Run 1, placement by cell class:
Bar = 50 microns.
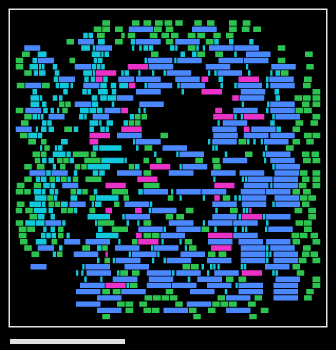
Run 1, clock distribution:
Bar = 50 microns.
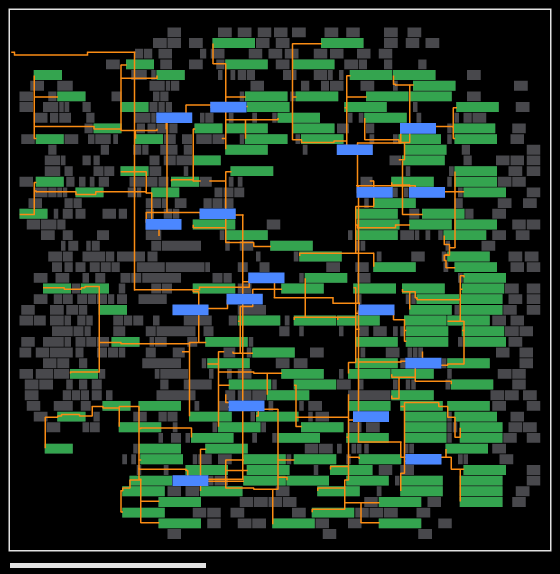
Run 1, sequential cells colored by netlist name:
Bar = 50 microns. Other cells in gray.
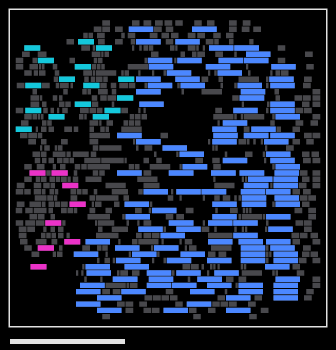
Run 1, routing congestion:
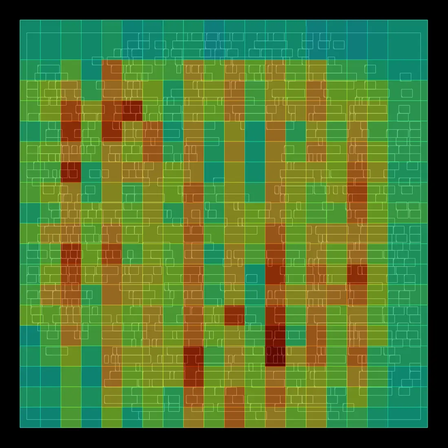
<file path="config.mk">
export PLATFORM = sky130hd
export DESIGN_NAME = dmux8way16_buf_flat
export DESIGN_NICKNAME = d
export VERILOG_FILES = /design/src/rtl/dmux8way16_buf_if.sv /design/src/rtl/dmux8way16_buf.sv /design/src/flat_wrapper.sv
export SDC_FILE = /design/constraint.sdc
export NUM_CORES = 1
export LEC_CHECK = 0
export CAP_MARGIN = 10
export CORE_MARGIN = 2
export CORE_UTILIZATION = 34
export CTS_CLUSTER_SIZE = 16
export DETAILED_ROUTE_END_ITERATION = 10
export PLACE_DENSITY_LB_ADDON = 0.12
export SYNTH_ARGS = -nofsm -noshare
export SYNTH_HDL_FRONTEND = slang
export SYNTH_SLANG_ARGS = --single-unit
</file>
<file path="constraint.sdc">
create_clock -name clk -period 2.7 [get_ports clk]
set_input_delay 0.54 -clock clk [delete_from_list [all_inputs] [get_ports clk]]
set_output_delay 0.54 -clock clk [all_outputs]
set_load 0.01 [all_outputs]
</file>
<file path="src/rtl/dmux8way16_buf_if.sv">
// dmux8way16_buf_if: producer/consumer bundle for the 8-way buffered demux.
// Ports: in/sel/bcast/in_valid/in_ready, out0..out7, out_valid/out_ready, accept_cnt.
interface dmux8way16_buf_if #(
    parameter int WIDTH = 16
);
    logic [WIDTH-1:0] in;
    logic [2:0]       sel;
    logic             bcast;
    logic             in_valid;
    logic             in_ready;
    logic [WIDTH-1:0] out0;
    logic [WIDTH-1:0] out1;
    logic [WIDTH-1:0] out2;
    logic [WIDTH-1:0] out3;
    logic [WIDTH-1:0] out4;
    logic [WIDTH-1:0] out5;
    logic [WIDTH-1:0] out6;
    logic [WIDTH-1:0] out7;
    logic [7:0]       out_valid;
    logic [7:0]       out_ready;
    logic [15:0]      accept_cnt;

    // Producer and consumers drive the block.
    modport master (
        output in, sel, bcast, in_valid, out_ready,
        input  in_ready, out_valid, accept_cnt,
        input  out0, out1, out2, out3, out4, out5, out6, out7
    );

    // The buffered demux itself.
    modport slave (
        input  in, sel, bcast, in_valid, out_ready,
        output in_ready, out_valid, accept_cnt,
        output out0, out1, out2, out3, out4, out5, out6, out7
    );
endinterface

</file>
<file path="src/rtl/dmux8way16_buf.sv">
// dmux8way16_buf: routes one word to one of 8 single-entry channel buffers, or to all.
// Ports: clk, reset (sync, active-high), bus (slave side of dmux8way16_buf_if).
module dmux8way16_buf #(
    parameter int WIDTH = 16
) (
    input  logic              clk,
    input  logic              reset,
    dmux8way16_buf_if.slave   bus
);
    logic [WIDTH-1:0] data_q [8];
    logic [7:0]       valid_q;
    logic [15:0]      cnt_q;
    logic [7:0]       wr_ok;
    logic [7:0]       fill;
    logic             ready;
    logic             accept;

    // A channel can take a word if empty or being drained this cycle.
    assign wr_ok = ~valid_q | bus.out_ready;

    // Broadcast is all-or-nothing, so it waits for every channel.
    always_comb begin
        ready = wr_ok[bus.sel];
        if (bus.bcast) begin
            ready = &wr_ok;
        end
    end

    assign accept = bus.in_valid & ready;

    always_comb begin
        fill = 8'h00;
        if (accept) begin
            fill = bus.bcast ? 8'hFF : (8'h01 << bus.sel);
        end
    end

    always_ff @(posedge clk) begin
        if (reset) begin
            valid_q <= 8'h00;
            cnt_q   <= 16'h0000;
            for (int k = 0; k < 8; k++) begin
                data_q[k] <= '0;
            end
        end else begin
            // Drains clear valid; a fill in the same cycle wins.
            valid_q <= (valid_q & ~bus.out_ready) | fill;
            if (accept) begin
                cnt_q <= cnt_q + 16'd1;
            end
            for (int k = 0; k < 8; k++) begin
                if (fill[k]) begin
                    data_q[k] <= bus.in;
                end
            end
        end
    end

    assign bus.in_ready   = ready;
    assign bus.out_valid  = valid_q;
    assign bus.accept_cnt = cnt_q;
    assign bus.out0       = data_q[0];
    assign bus.out1       = data_q[1];
    assign bus.out2       = data_q[2];
    assign bus.out3       = data_q[3];
    assign bus.out4       = data_q[4];
    assign bus.out5       = data_q[5];
    assign bus.out6       = data_q[6];
    assign bus.out7       = data_q[7];
endmodule

</file>
<file path="src/flat_wrapper.sv">
// flat-port wrapper written by rule: the top's interface ports become plain ports
module dmux8way16_buf_flat 
#(
    parameter int WIDTH = 16
)
  (clk, reset, bus_in, bus_sel, bus_bcast, bus_in_valid, bus_out_ready, bus_in_ready, bus_out_valid, bus_accept_cnt, bus_out0, bus_out1, bus_out2, bus_out3, bus_out4, bus_out5, bus_out6, bus_out7);
  dmux8way16_buf_if #(.WIDTH(WIDTH)) bus_i ();
  input  logic clk;
  input  logic reset;
  input wire logic [$bits(bus_i.in)-1:0] bus_in;
  input wire logic [$bits(bus_i.sel)-1:0] bus_sel;
  input wire logic [$bits(bus_i.bcast)-1:0] bus_bcast;
  input wire logic [$bits(bus_i.in_valid)-1:0] bus_in_valid;
  input wire logic [$bits(bus_i.out_ready)-1:0] bus_out_ready;
  output wire logic [$bits(bus_i.in_ready)-1:0] bus_in_ready;
  output wire logic [$bits(bus_i.out_valid)-1:0] bus_out_valid;
  output wire logic [$bits(bus_i.accept_cnt)-1:0] bus_accept_cnt;
  output wire logic [$bits(bus_i.out0)-1:0] bus_out0;
  output wire logic [$bits(bus_i.out1)-1:0] bus_out1;
  output wire logic [$bits(bus_i.out2)-1:0] bus_out2;
  output wire logic [$bits(bus_i.out3)-1:0] bus_out3;
  output wire logic [$bits(bus_i.out4)-1:0] bus_out4;
  output wire logic [$bits(bus_i.out5)-1:0] bus_out5;
  output wire logic [$bits(bus_i.out6)-1:0] bus_out6;
  output wire logic [$bits(bus_i.out7)-1:0] bus_out7;
  assign bus_i.in = bus_in;
  assign bus_i.sel = bus_sel;
  assign bus_i.bcast = bus_bcast;
  assign bus_i.in_valid = bus_in_valid;
  assign bus_i.out_ready = bus_out_ready;
  assign bus_in_ready = bus_i.in_ready;
  assign bus_out_valid = bus_i.out_valid;
  assign bus_accept_cnt = bus_i.accept_cnt;
  assign bus_out0 = bus_i.out0;
  assign bus_out1 = bus_i.out1;
  assign bus_out2 = bus_i.out2;
  assign bus_out3 = bus_i.out3;
  assign bus_out4 = bus_i.out4;
  assign bus_out5 = bus_i.out5;
  assign bus_out6 = bus_i.out6;
  assign bus_out7 = bus_i.out7;
  dmux8way16_buf #(.WIDTH(WIDTH)) u_core (.clk(clk), .reset(reset), .bus(bus_i));
endmodule
</file>
==> run notes, run 1 <==
impl run done, here's what came out: Reg power frac 46.8%, M1 WL 6.20 mm, Final Max Tran Viols 0, CP delay by family, top AND-OR/OR-AND gates, Final HPWL DP 11.5 mm, Signal inverters 16, Hold Path Depth 2, Compound Share, Synth under 10%, initial antenna violation count 0, Sw Share 24.9%, status complete, no violations, post-placement cell count approximately 880, MI comb cells 254, chip footprint 0.0189 sq mm, GRT Util Overall 16.5%, routed len/inst 16.9 microns, Routed Antenna Nets 0, first-pass GRT wire length 22.9 mm, Initial DRC Count 195, sequential area share after synthesis 71.2%, Setup Viol. Count Final 0, NumNets Final 706, HP Start u_core.bus.accept_cnt[13], CTS tree built, Remaining Overflow, GRT 0, Via Count 4242, CTS H-tree depth 4, Top-area cell share 63.3%, Worst path max stage delay 0.40 ns, layer with the highest usage met2, Least-Margin Pin Slew 0.615 ns, Yosys Warn Count 0, Cell Pwr Density 661 mW/mm^2, post-CTS setup buffer count 0, Post-Route WL 15.4 mm, final worst setup slack 0.0791 ns, Layout clock area frac under 10%, root buffer cell clkbuf_16
## Picture notes: 'placement by cell class'
legend:
  all other logic:
    color: cyan
    cells: 270
    share_of_their_area: 19%
  flip-flops:
    color: blue
    cells: 152
    share_of_their_area: 49%
  clock drivers and dummy loads:
    color: magenta
    cells: 32
    share_of_their_area: 6.4%
  other buffers and delay cells:
    color: green
    cells: 233
    share_of_their_area: 26%
Core Area: 0.0174 sq mm
number of cell rows: 48

## Picture notes: 'clock distribution'
legend:
  cells driving clock nets:
    color: blue
    count: 17
  clock wires:
    color: orange
    length: 1830 microns
  flip-flops:
    color: green
    count: 152
routed clock nets: 18
flops lie: widely spread
worst-skew pair later-pin latency: 0.43 ns
Clock Power: 2.29 mW
clock group share of total power: 38.1%

## Picture notes: 'sequential cells colored by netlist name'
legend:
  `u_core.data_q`:
    color: blue
    flops: 128
  `u_core.bus.accept_cnt`:
    color: cyan
    flops: 16
    where: top left
  `u_core.bus.out_valid`:
    color: magenta
    flops: 8
Seq group: 2.82 mW
FF+latch area: 0.00432 sq mm
flop share of the area: 47.5%

## Picture notes: 'routing congestion'
met3 Track Usage GR: 3.68%
met2 usage: 29.1%

Run 1, logic cells by family:
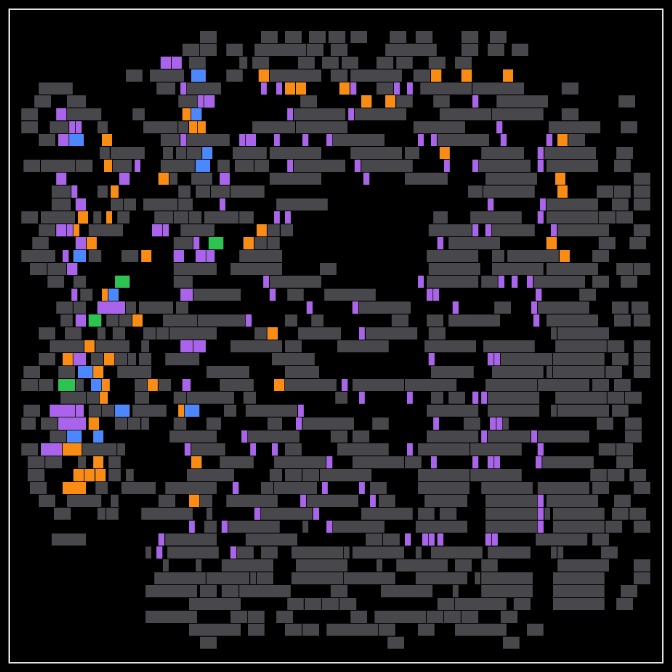

--- run 2 (diff from run 1) ---
Settings changed: DONT_BUFFER_PORTS set to 1.
Run 2, logic cells by family:
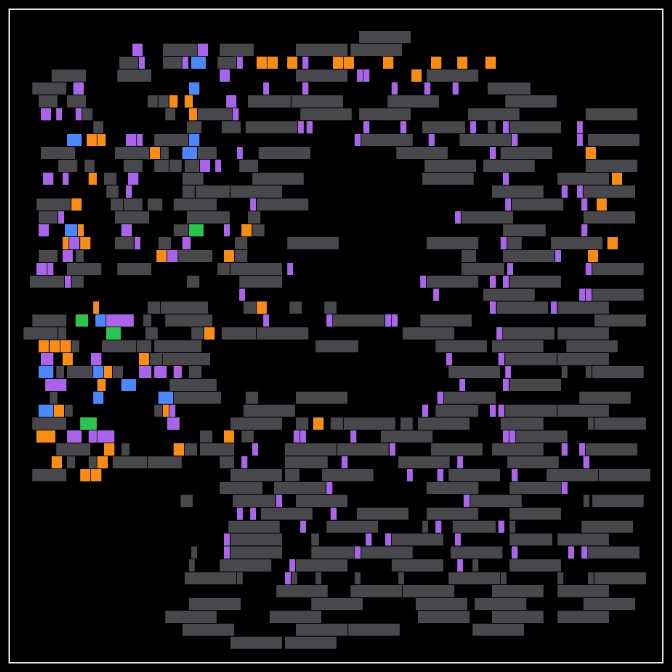
legend:
  NAND gates:
    color: orange
    cells: 50
    most_used: nand2b_1
  AND and OR gates:
    color: blue
    cells: 13
  NOR gates:
    color: purple
    cells: 139
    most_used: nor2_1
    where: widely spread
  AND-OR and OR-AND gates:
    color: green
    cells: 4
    where: left middle
Layout Cells excl Fill: 705
logic share of the area: 22.0%

==> run 2 against run 1 <==
Count of clock-buffer cells in the layout down 1; sequential cell count did not move; global-route usage down 0.62 points; synthesized cell count unchanged; sequential share of layout area is 14 points higher; maximum frequency up 7.2%; critical path depth stayed put; first-iteration DRC count grew 13%; die area did not move; register-to-register slack worse by 0.14 ns; via count is 17% lower; largest cell class unchanged; highest routed layer unchanged.
==> run notes, run 2 <==
impl run done, here's what came out: status complete, no violations, Clock Power 2.52 mW (+10%), flop share of the area 61.1% (+14 points), MI comb cells 254 (unchanged), first-pass GRT wire length 21.7 mm (-5.3%), Signal inverters 16 (unchanged), CTS tree built, Routed Antenna Nets 0 (unchanged), root buffer cell clkbuf_16, Final Max Tran Viols 0 (unchanged), Worst path max stage delay 0.67 ns (+0.27 ns), Top-area cell share 63.3% (unchanged), Seq group 2.95 mW (+5%), NumNets Final 500 (-29%), chip footprint 0.0189 sq mm (unchanged), clock group share of total power 43.3% (+5.2 points), final worst setup slack 0.255 ns (+0.176 ns), FF+latch area 0.00432 sq mm (unchanged), GRT Util Overall 15.9% (-0.62 points), Yosys Warn Count 0 (unchanged), M1 WL 5.89 mm (-5.1%), Setup Viol. Count Final 0 (unchanged), Hold Path Depth 1 (-1), Cell Pwr Density 823 mW/mm^2 (+24%), Sw Share 23.8% (-1.1 points), Initial DRC Count 221 (+13%), routed len/inst 20.9 microns (+24%), post-placement cell count 674 (-23%), layer with the highest usage met2, Compound Share, Synth 6.23% (unchanged), Remaining Overflow, GRT 0 (unchanged), initial antenna violation count 0 (unchanged), worst-skew pair later-pin latency 0.42 ns (about the same)
Run 2, placement by cell class:
Bar = 50 microns.
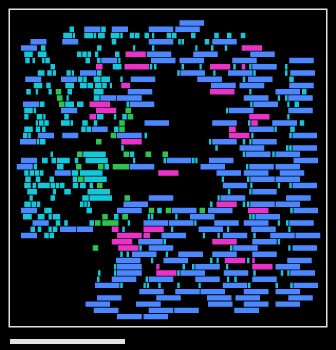

--- run 3 (diff from run 2) ---
Settings changed: CORE_MARGIN 2 to not set, GPL_TIMING_DRIVEN set to 0, TNS_END_PERCENT set to 20.
Run 3, placement by cell class:
Bar = 50 microns.
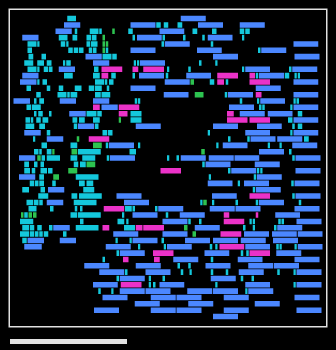
legend:
  all other logic:
    color: cyan
    cells: 270
    share_of_their_area: 25%
  other buffers and delay cells:
    color: green
    cells: 23
    share_of_their_area: 2.0%
  clock drivers and dummy loads:
    color: magenta
    cells: 32
    share_of_their_area: 8.5%
  flip-flops:
    color: blue
    cells: 152
    share_of_their_area: 65%
Final Cell Area: 0.00697 sq mm
flop share of the area: 62.0%

==> run 3 against run 2 <==
Cell area is 1.4% lower; worst setup slack worse by 0.14 ns; register-to-register slack worse by 0.12 ns; combinational power is 1% higher; core utilization is 0.58 points lower; global-route usage is 0.56 points higher; via count is 0.91% higher; critical path depth is 2 lower; count of clock-buffer cells in the layout stayed put; clock skew is 0.0075 ns higher; maximum frequency is 5.4% lower; critical endpoint is now bus_in_ready.
==> run notes, run 3 <==
impl run done, here's what came out: Seq group 2.95 mW (about the same), Yosys Warn Count 0 (unchanged), Final Max Tran Viols 0 (unchanged), Sw Share 26.0% (+2.2 points), MI comb cells 254 (unchanged), NumNets Final 496 (-0.80%), seq_cells 152, status complete, no violations, root buffer cell clkbuf_16, Remaining Overflow, GRT 0 (unchanged), GRT Util Overall 16.5% (+0.56 points), Routed Antenna Nets 0 (unchanged), Via density 5.05, Hold Path Depth 2 (+1), Initial DRC Count 154 (-30%), Biggest consumer sequential cells, layer with the highest usage met2, Top-area cell share 63.3% (unchanged), area share of fa/ha/maj cells after synthesis 0.206%, M1 WL 5.76 mm (-2.2%), chip footprint 0.0184 sq mm (-2.9%), crit end category output port, clock group share of total power 41.0% (-2.3 points), Cell Pwr Density 803 mW/mm^2 (-2.4%), FF+latch area 0.00433 sq mm (about the same), Layout Cells excl Fill 702 (-0.43%), Compound Share, Synth 6.23% (unchanged), logic share of the area 23.0% (+1.0 points), worst-skew pair later-pin latency 0.43 ns (about the same), initial antenna violation count 0 (unchanged), first-pass GRT wire length 21.5 mm (-0.89%), met1 usage about 18%, final worst setup slack 0.115 ns (-0.140 ns), Clock Power 2.30 mW (-8.7%), RR Endpoint u_core.data_q[1][8], Worst path max stage delay 0.59 ns (-0.08 ns), met3 wire len 1.09 mm, Largest cells by area edfxtp_1, dfxtp_1, nor2_1, Setup Viol. Count Final 0 (unchanged), routed len/inst 21.3 microns (+1.6%), clk slew on worst S/H paths 0.07 ns, Critical path origin u_core.bus.out_valid[2], Signal inverters 16 (unchanged)
No activity file was given, so power comes from the tool's default toggle rates.
